<file path="src/rtl/ser_2_par_shift_reg_rx.sv">
// -----------------------------------------------------------------------------
// ser_2_par_shift_reg_rx
//
// Serial-to-parallel receiver. Single serial bits are collected LSB first into
// DATA_WIDTH-bit words. Each finished word is presented on a valid/ready output
// port that has one word of buffering. The serial side is stalled (din_ready
// low) only when a finished word is waiting in the assembly register while the
// output register is still occupied.
//
// Optional feature macro: PARITY_CHECK_EN
//   Defined   : one even-parity bit follows every DATA_WIDTH data bits; the
//               word completes on the parity bit and dout_perr reports the
//               XOR of data and parity bits, registered alongside dout.
//   Undefined : no parity bit is expected and dout_perr is tied to 0.
//
// Parameters:
//   DATA_WIDTH  word width in bits (>= 1)
//
// Ports:
//   clk         in   clock, rising edge active
//   resetn      in   asynchronous active-low reset
//   din         in   serial data bit
//   din_en      in   din carries a valid bit this cycle
//   din_start   in   with din_en: this bit is bit 0 of a new word
//   din_ready   out  a bit presented with din_en is accepted this cycle
//   dout        out  assembled word
//   dout_valid  out  dout holds an unconsumed word
//   dout_ready  in   downstream accepts dout this cycle
//   frame_err   out  one-cycle pulse: a partial word was aborted by din_start
//   dout_perr   out  parity error flag for the word on dout
// -----------------------------------------------------------------------------
module ser_2_par_shift_reg_rx #(
   parameter int DATA_WIDTH = 4
) (
   input  logic                  clk,
   input  logic                  resetn,
   input  logic                  din,
   input  logic                  din_en,
   input  logic                  din_start,
   output logic                  din_ready,
   output logic [DATA_WIDTH-1:0] dout,
   output logic                  dout_valid,
   input  logic                  dout_ready,
   output logic                  frame_err,
   output logic                  dout_perr
);

   // Counter must be able to hold DATA_WIDTH itself (assembly register full).
   localparam int CNT_W = (DATA_WIDTH < 1) ? 1 : $clog2(DATA_WIDTH + 1);
   localparam logic [CNT_W-1:0] CNT_FULL = CNT_W'(DATA_WIDTH);
   localparam logic [CNT_W-1:0] CNT_ONE  = CNT_W'(1);
   localparam logic [CNT_W-1:0] CNT_ZERO = {CNT_W{1'b0}};
   localparam logic [DATA_WIDTH-1:0] WORD_ZERO = {DATA_WIDTH{1'b0}};

   typedef enum logic [1:0] {
      ST_COLLECT = 2'd0,
      ST_FULL    = 2'd1,
      ST_PARITY  = 2'd2
   } state_t;

`ifdef PARITY_CHECK_EN
   // Even-parity check: 1 when data and parity bit together have odd weight.
   function automatic logic parity_err(input logic [DATA_WIDTH-1:0] data,
                                       input logic par_bit);
      parity_err = (^data) ^ par_bit;
   endfunction
`endif

   // Registers
   state_t                r_state;
   logic [DATA_WIDTH-1:0] r_asm;
   logic [CNT_W-1:0]      r_cnt;
   logic [DATA_WIDTH-1:0] r_dout;
   logic                  r_dout_valid;
   logic                  r_frame_err;
   logic                  r_din_ready;
`ifdef PARITY_CHECK_EN
   logic                  r_dout_perr;
   logic                  r_perr_hold;
`endif

   // Combinational signals
   state_t                w_state_nxt;
   logic                  w_accept;
   logic                  w_out_free;
   logic                  w_ins_en;
   logic                  w_fill_done;
   logic                  w_complete;
   logic [DATA_WIDTH-1:0] w_asm_ins;
   logic [CNT_W-1:0]      w_cnt_ins;
   logic [DATA_WIDTH-1:0] w_word;
   logic [DATA_WIDTH-1:0] w_asm_nxt;
   logic [CNT_W-1:0]      w_cnt_nxt;
   logic [DATA_WIDTH-1:0] w_dout_nxt;
   logic                  w_valid_nxt;
   logic                  w_ferr_nxt;
   logic                  w_ready_nxt;
`ifdef PARITY_CHECK_EN
   logic                  w_word_perr;
   logic                  w_perr_nxt;
   logic                  w_hold_nxt;
`endif

   assign w_accept   = din_en & r_din_ready;
   // Output register can take a word on this edge if empty or being drained.
   assign w_out_free = ~r_dout_valid | dout_ready;

   // Assembly register and count as they would look after inserting the
   // accepted bit; din_start restarts the word at position 0 and clears the
   // remaining positions so unwritten bits read 0.
   always_comb begin
      w_asm_ins = r_asm;
      w_cnt_ins = r_cnt + CNT_ONE;
      if (din_start) begin
         w_asm_ins    = WORD_ZERO;
         w_asm_ins[0] = din;
         w_cnt_ins    = CNT_ONE;
      end else begin
         for (int i = 0; i < DATA_WIDTH; i++) begin
            if (r_cnt == CNT_W'(i)) begin
               w_asm_ins[i] = din;
            end else begin
               w_asm_ins[i] = r_asm[i];
            end
         end
      end
   end

`ifdef PARITY_CHECK_EN
   // In PARITY only a din_start bit goes into the assembly register; a normal
   // bit there is the parity bit and completes the word already held.
   assign w_ins_en    = w_accept & ((r_state == ST_COLLECT) |
                                    ((r_state == ST_PARITY) & din_start));
   assign w_fill_done = w_ins_en & (w_cnt_ins == CNT_FULL);
   assign w_complete  = w_accept & (r_state == ST_PARITY) & ~din_start;
   assign w_word      = r_asm;
   assign w_word_perr = parity_err(r_asm, din);
`else
   assign w_ins_en    = w_accept & (r_state == ST_COLLECT);
   assign w_fill_done = w_ins_en & (w_cnt_ins == CNT_FULL);
   assign w_complete  = w_fill_done;
   assign w_word      = w_asm_ins;
`endif

   // FSM state register
   always_ff @(posedge clk or negedge resetn) begin
      if (!resetn) begin
         r_state <= ST_COLLECT;
      end else begin
         r_state <= w_state_nxt;
      end
   end

   // FSM next-state logic
   always_comb begin
      w_state_nxt = r_state;
      case (r_state)
         ST_COLLECT: begin
`ifdef PARITY_CHECK_EN
            if (w_fill_done) begin
               w_state_nxt = ST_PARITY;
            end else begin
               w_state_nxt = ST_COLLECT;
            end
`else
            if (w_complete && !w_out_free) begin
               w_state_nxt = ST_FULL;
            end else begin
               w_state_nxt = ST_COLLECT;
            end
`endif
         end
`ifdef PARITY_CHECK_EN
         ST_PARITY: begin
            if (w_complete) begin
               w_state_nxt = w_out_free ? ST_COLLECT : ST_FULL;
            end else if (w_ins_en) begin
               // Aborted by din_start; with DATA_WIDTH=1 that bit alone
               // already fills the data part of the new word.
               w_state_nxt = w_fill_done ? ST_PARITY : ST_COLLECT;
            end else begin
               w_state_nxt = ST_PARITY;
            end
         end
`endif
         ST_FULL: begin
            if (dout_ready) begin
               w_state_nxt = ST_COLLECT;
            end else begin
               w_state_nxt = ST_FULL;
            end
         end
         default: begin
            w_state_nxt = ST_COLLECT;
         end
      endcase
   end

   // FSM output / datapath next values (all outputs are registered below)
   always_comb begin
      w_asm_nxt   = r_asm;
      w_cnt_nxt   = r_cnt;
      w_dout_nxt  = r_dout;
      w_valid_nxt = r_dout_valid & ~dout_ready;
      w_ferr_nxt  = 1'b0;
`ifdef PARITY_CHECK_EN
      w_perr_nxt  = r_dout_perr;
      w_hold_nxt  = r_perr_hold;
`endif
      if (w_ins_en) begin
         w_asm_nxt  = w_asm_ins;
         w_cnt_nxt  = w_cnt_ins;
         // Restarting over a non-empty word aborts it.
         w_ferr_nxt = din_start & (r_cnt != CNT_ZERO);
      end else begin
         w_ferr_nxt = 1'b0;
      end

      if (w_complete) begin
         if (w_out_free) begin
            w_dout_nxt  = w_word;
            w_valid_nxt = 1'b1;
            w_asm_nxt   = WORD_ZERO;
            w_cnt_nxt   = CNT_ZERO;
`ifdef PARITY_CHECK_EN
            w_perr_nxt  = w_word_perr;
`endif
         end else begin
            // Park the finished word; the FSM moves to FULL and stalls input.
            w_asm_nxt   = w_word;
            w_cnt_nxt   = CNT_FULL;
`ifdef PARITY_CHECK_EN
            w_hold_nxt  = w_word_perr;
`endif
         end
      end else if ((r_state == ST_FULL) && dout_ready) begin
         // Output drained: parked word moves up, dout_valid stays high.
         w_dout_nxt  = r_asm;
         w_valid_nxt = 1'b1;
         w_asm_nxt   = WORD_ZERO;
         w_cnt_nxt   = CNT_ZERO;
`ifdef PARITY_CHECK_EN
         w_perr_nxt  = r_perr_hold;
`endif
      end else begin
         w_dout_nxt  = r_dout;
      end

      w_ready_nxt = (w_state_nxt != ST_FULL);
   end

   // Datapath and output registers
   always_ff @(posedge clk or negedge resetn) begin
      if (!resetn) begin
         r_asm        <= WORD_ZERO;
         r_cnt        <= CNT_ZERO;
         r_dout       <= WORD_ZERO;
         r_dout_valid <= 1'b0;
         r_frame_err  <= 1'b0;
         r_din_ready  <= 1'b0;
`ifdef PARITY_CHECK_EN
         r_dout_perr  <= 1'b0;
         r_perr_hold  <= 1'b0;
`endif
      end else begin
         r_asm        <= w_asm_nxt;
         r_cnt        <= w_cnt_nxt;
         r_dout       <= w_dout_nxt;
         r_dout_valid <= w_valid_nxt;
         r_frame_err  <= w_ferr_nxt;
         r_din_ready  <= w_ready_nxt;
`ifdef PARITY_CHECK_EN
         r_dout_perr  <= w_perr_nxt;
         r_perr_hold  <= w_hold_nxt;
`endif
      end
   end

   assign din_ready  = r_din_ready;
   assign dout       = r_dout;
   assign dout_valid = r_dout_valid;
   assign frame_err  = r_frame_err;
`ifdef PARITY_CHECK_EN
   assign dout_perr  = r_dout_perr;
`else
   assign dout_perr  = 1'b0;
`endif

endmodule

</file>
<file path="config.mk">
export PLATFORM = sky130hd
export DESIGN_NAME = ser_2_par_shift_reg_rx
export DESIGN_NICKNAME = d
export VERILOG_FILES = /design/src/rtl/ser_2_par_shift_reg_rx.sv
export SDC_FILE = /design/constraint.sdc
export NUM_CORES = 1
export LEC_CHECK = 0
export ABC_AREA = 1
export CAP_MARGIN = 20
export CORE_MARGIN = 2
export CORE_UTILIZATION = 51
export CTS_BUF_LIST = sky130_fd_sc_hd__clkbuf_8 sky130_fd_sc_hd__clkbuf_16
export DETAILED_ROUTE_END_ITERATION = 12
export MAX_ROUTING_LAYER = met4
export PLACE_DENSITY = 0.76
export SETUP_SLACK_MARGIN = 0.1
export SKIP_CTS_REPAIR_TIMING = 1
export SLEW_MARGIN = 20
export SYNTH_ARGS = -nofsm -noshare
export SYNTH_HDL_FRONTEND = slang
export SYNTH_SLANG_ARGS = --single-unit
</file>
<file path="constraint.sdc">
create_clock -name clk -period 1.8 [get_ports clk]
set_clock_uncertainty 0.05 [all_clocks]
set_input_delay 0.18 -clock clk [delete_from_list [all_inputs] [get_ports clk]]
set_output_delay 0.18 -clock clk [all_outputs]
set_load 0.1 [all_outputs]
</file>
==> run_1/cell_classes.png <==
(6 px per um)
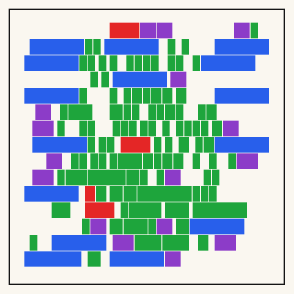
[red] clock drivers and dummy loads | cells: 4 | share of their area: 4.2%
[purple] other buffers and delay cells | cells: 16 | share of their area: 12%
[green] all other logic | cells: 102 | share of their area: 49%
[blue] flops | cells: 15 | share of their area: 34%
core area: 1670 sq um
flop share of the area: 33.6%
number of standard-cell rows in the floorplan: 15

==> run_1/clock_map.png <==
(10 px per um)
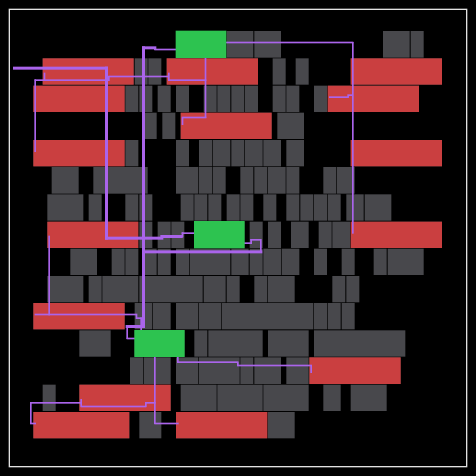
[green] cells driving clock nets | count: 3
[red] flip-flops | count: 15
[purple] clock wires | length: 228 um
routed clock nets: 4
clock distribution power: 281 uW
clock network power share: 20.1%
clock latency at the later pin of the worst-skew pair: 0.25 ns

==> run_1/final_clocks.png <==
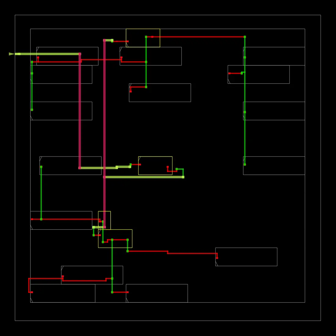
CTS sink cnt: 15
TritonCTS buffer count: 3

==> run_1/met3.png <==
(8 px per um) Cells faint in the background.
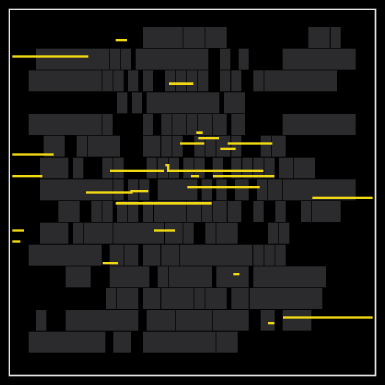
nets with wire on the layer: 19
main direction: horizontal
global-route met3 utilization: 5.16%
post-detailed-routing wire length: 1970 um
number of vias after detailed routing: 815

[run 1: state kept, by name (all words and copies together), names as in the netlist]
name,cells
r_asm,4
r_cnt,3
din_ready,1
r_state,1
frame_err,1
dout_valid,1
dout,4
[run 1: critical path, stage by stage, from the launching register on]
cell and delay [ns]:
sky130_fd_sc_hd__dfrtp_1 0.41, sky130_fd_sc_hd__ha_2 0.20, sky130_fd_sc_hd__ha_4 0.22, sky130_fd_sc_hd__nor2_4 0.17, sky130_fd_sc_hd__nand2_2 0.09, sky130_fd_sc_hd__nor2_4 0.17, sky130_fd_sc_hd__nand2_1 0.08, sky130_fd_sc_hd__nand3_1 0.09
sky130_fd_sc_hd__nand2_1 0.05
[run 1: per-layer routing]
metal  global-route usage, %  routed length (um)  vias up
met2                    33.0                 855       34
met1                    27.7                 911      369
met3                    5.16                 113       11
met4                    10.6                  88        0
met5                       -                   0        -
li1                        -                   -      401
[run 1: cell usage after synthesis, types with 2 or more instances]
cell type                 count
sky130_fd_sc_hd__nand3_2      2
sky130_fd_sc_hd__inv_2        2
sky130_fd_sc_hd__nand3_1     10
sky130_fd_sc_hd__nand2_2      3
sky130_fd_sc_hd__dfrtp_1     15
sky130_fd_sc_hd__nand2_1     51
sky130_fd_sc_hd__inv_1       12
sky130_fd_sc_hd__ha_1         5
sky130_fd_sc_hd__nor2_1       5
sky130_fd_sc_hd__nor2_4       3
sky130_fd_sc_hd__o21ai_0      4
[run 1: cell type report]
cell class                 count  area (sq um)  share of cell area (%)
multi-input combinational     88           489                    43.6
sequential                    15           377                    33.6
timing repair buffer          16           133                    11.8
inverter                      14          55.1                    4.91
clock buffer                   3          41.3                    3.68
tap                           17          21.3                    1.90
clock inverter                 1          5.00                   0.446
[run 1: cell families after synthesis]
group / count (synthesis) / synth area share [%]
flops: 15 / 42.6
other cells: 1 / 0.425
simple gates: 76 / 39.1
buf+inv: 15 / 6.81
fa+ha+maj: 5 / 7.09
compound gates: 6 / 3.97
[run 1: layout by cell type (no fill, tap or decap), drive strengths merged]
cell type | synthesis | layout
nand2 | 54 | 54
clkdlybuf4s50 | 0 | 5
dfrtp | 15 | 15
inv | 14 | 14
nand4 | 1 | 1
o21ai | 5 | 5
buf | 1 | 11
a31oi | 1 | 1
conb | 1 | 1
clkinv | 0 | 1
nand3 | 12 | 12
nor2 | 9 | 9
clkbuf | 0 | 3
ha | 5 | 5
[run 1: through the flow]
stage / instances / util [%] / setup WS [ns] / power, uW / instance area (sq um)
floorplan: 118 / - / 0.127 / 928 / 883
global placement: 147 / 60.3 / 0.107 / 1060 / 1010
detailed placement: 147 / 60.3 / 0.0915 / 1060 / 1010
CTS: 151 / 63.1 / 0.0825 / 1340 / 1050
global route: 154 / 67.1 / 0.0676 / 1470 / 1120
finish: 154 / 67.1 / 0.180 / 1400 / 1120
[run 1: power groups by stage]
| stage | registers [uW] | logic [uW] | clock network [uW] |
|---|---|---|---|
| after floorplan | 726 | 202 | 0 |
| after global placement | 450 | 607 | 0 |
| after detailed placement | 452 | 610 | 0 |
| after CTS | 446 | 612 | 284 |
| after global routing | 453 | 723 | 297 |
| final | 446 | 674 | 281 |
==> ds_physical_params.txt <==
Summary of implementation characteristics

Parameter                              Value

Run status
  Result of the run    finished clean

GRT
  Number of global-route vias before repair    about 720
  First-pass GRT wire length    3080 um
  Initial antenna violation count    0
  Maximum number of pins on one net before global-route repair    10
  Total global routing track utilization    22.0%

Timing
  Final hold slack    about 0.13 ns
  Total Neg Setup Slack    0 ns
  Final Max-Slew Violation Tally    0
  Post-layout minimum cycle time    1.62 ns
  Post-route clock period utilization    roughly nine tenths
  Final Setup Violations    0
  Final tally of hold violations    0
  Unrepaired setup endpoints after global routing    yes
  Max Clk Rate    0.617 GHz

Power
  IR Drop Worst-Case VDD    around 0.00074 V
  Net Sw Frac    between 40% and 50%
  Leakage power    0.000609 uW
  Net switching power of the design    663 uW
  Flop pwr share    31.8%
  PD cells    1250 nW/um^2
  Internal Power    738 uW

Routing
  Average wire per standard cell    12.8 um
  Pre-antenna DRT Iters    4
  Via density per instance    5.29
  Number of nets with antenna violations after routing    0
  Initial detailed-routing violation count    26
  Residual DRC count    0

Critical path
  Launching instance or port of the critical path    r_cnt[0]$_DFFE_PN0P_
  Worst reg2reg startpoint    r_cnt[0]$_DFFE_PN0P_
  Critical path class    reg2reg
  Critical path destination    dout[0]$_DFFE_PN0P_
  Worst setup SP type    register
  Setup slack of the most critical reg-to-reg path    0.18 ns
  Crit path required time    1.90 ns
  CP Data Arrival Time    1.72 ns
  Depth of the most critical reg-to-reg path    8
  Worst reg2reg endpoint    dout[0]$_DFFE_PN0P_
  CP Capture Type    register

Clock network
  Clock tree from TritonCTS    built
  Maximum buffer depth of the clock tree    2
  Maximum level of the CTS H-tree    1
  Buffer cell driving the clock tree root    sky130_fd_sc_hd__clkbuf_8
  Post-CTS clock slew at the launch and capture registers of the worst setup and hold paths    0.06 ns

Synthesis
  Flip-flop and latch count after synthesis    15
  Number of distinct library cells after synthesis    17
  Gate count of the mapped netlist    approximately 120
  Syn_area_per_cell    7.48 sq um
  Synthesized net count    129
  Top cell area share    42.6%
  Yosys synthesis chip area    just under 900 sq um
  Synthesis warning total    0
  Ys cells    118
  Synth top area cells    sky130_fd_sc_hd__dfrtp_1 (43%), sky130_fd_sc_hd__nand2_1 (22%), sky130_fd_sc_hd__ha_1 (7.1%), sky130_fd_sc_hd__nand3_1 (5.7%), sky130_fd_sc_hd__inv_1 (5.1%)
  Post-synth tally of flip-flops with integrated enable    0
  Fraction of synthesis flops using an asynchronous set or reset pin    100%
  Most used flip-flop cell after synthesis    sky130_fd_sc_hd__dfrtp_1
  Biggest area consumer among synthesized cells    sky130_fd_sc_hd__dfrtp_1

Die
  Fp util    52.8%
  I/O pin count    14
  Area of the chip    roughly 2100 sq um
  Die Height    ~46 um

Placed design
  Number of buffer cells added on primary ports    12
  Placed wire-length estimate after detailed placement    around 1400 um
  Final estimated routing congestion in global placement    0.850

Final layout
  Total of fill cells in the finished design    136
  Area growth from synthesis to layout    27.1%
  Fraction of final layout cells sized beyond drive strength 1    between 20% and 30%
  Count of antenna diodes in the layout    0

Min path
  Path class of the lowest-slack min-delay path    in2async

Job
  Count of maximum capacitance violations    0
  Tool warning count    30
Power is estimated from default activity; no workload was simulated.
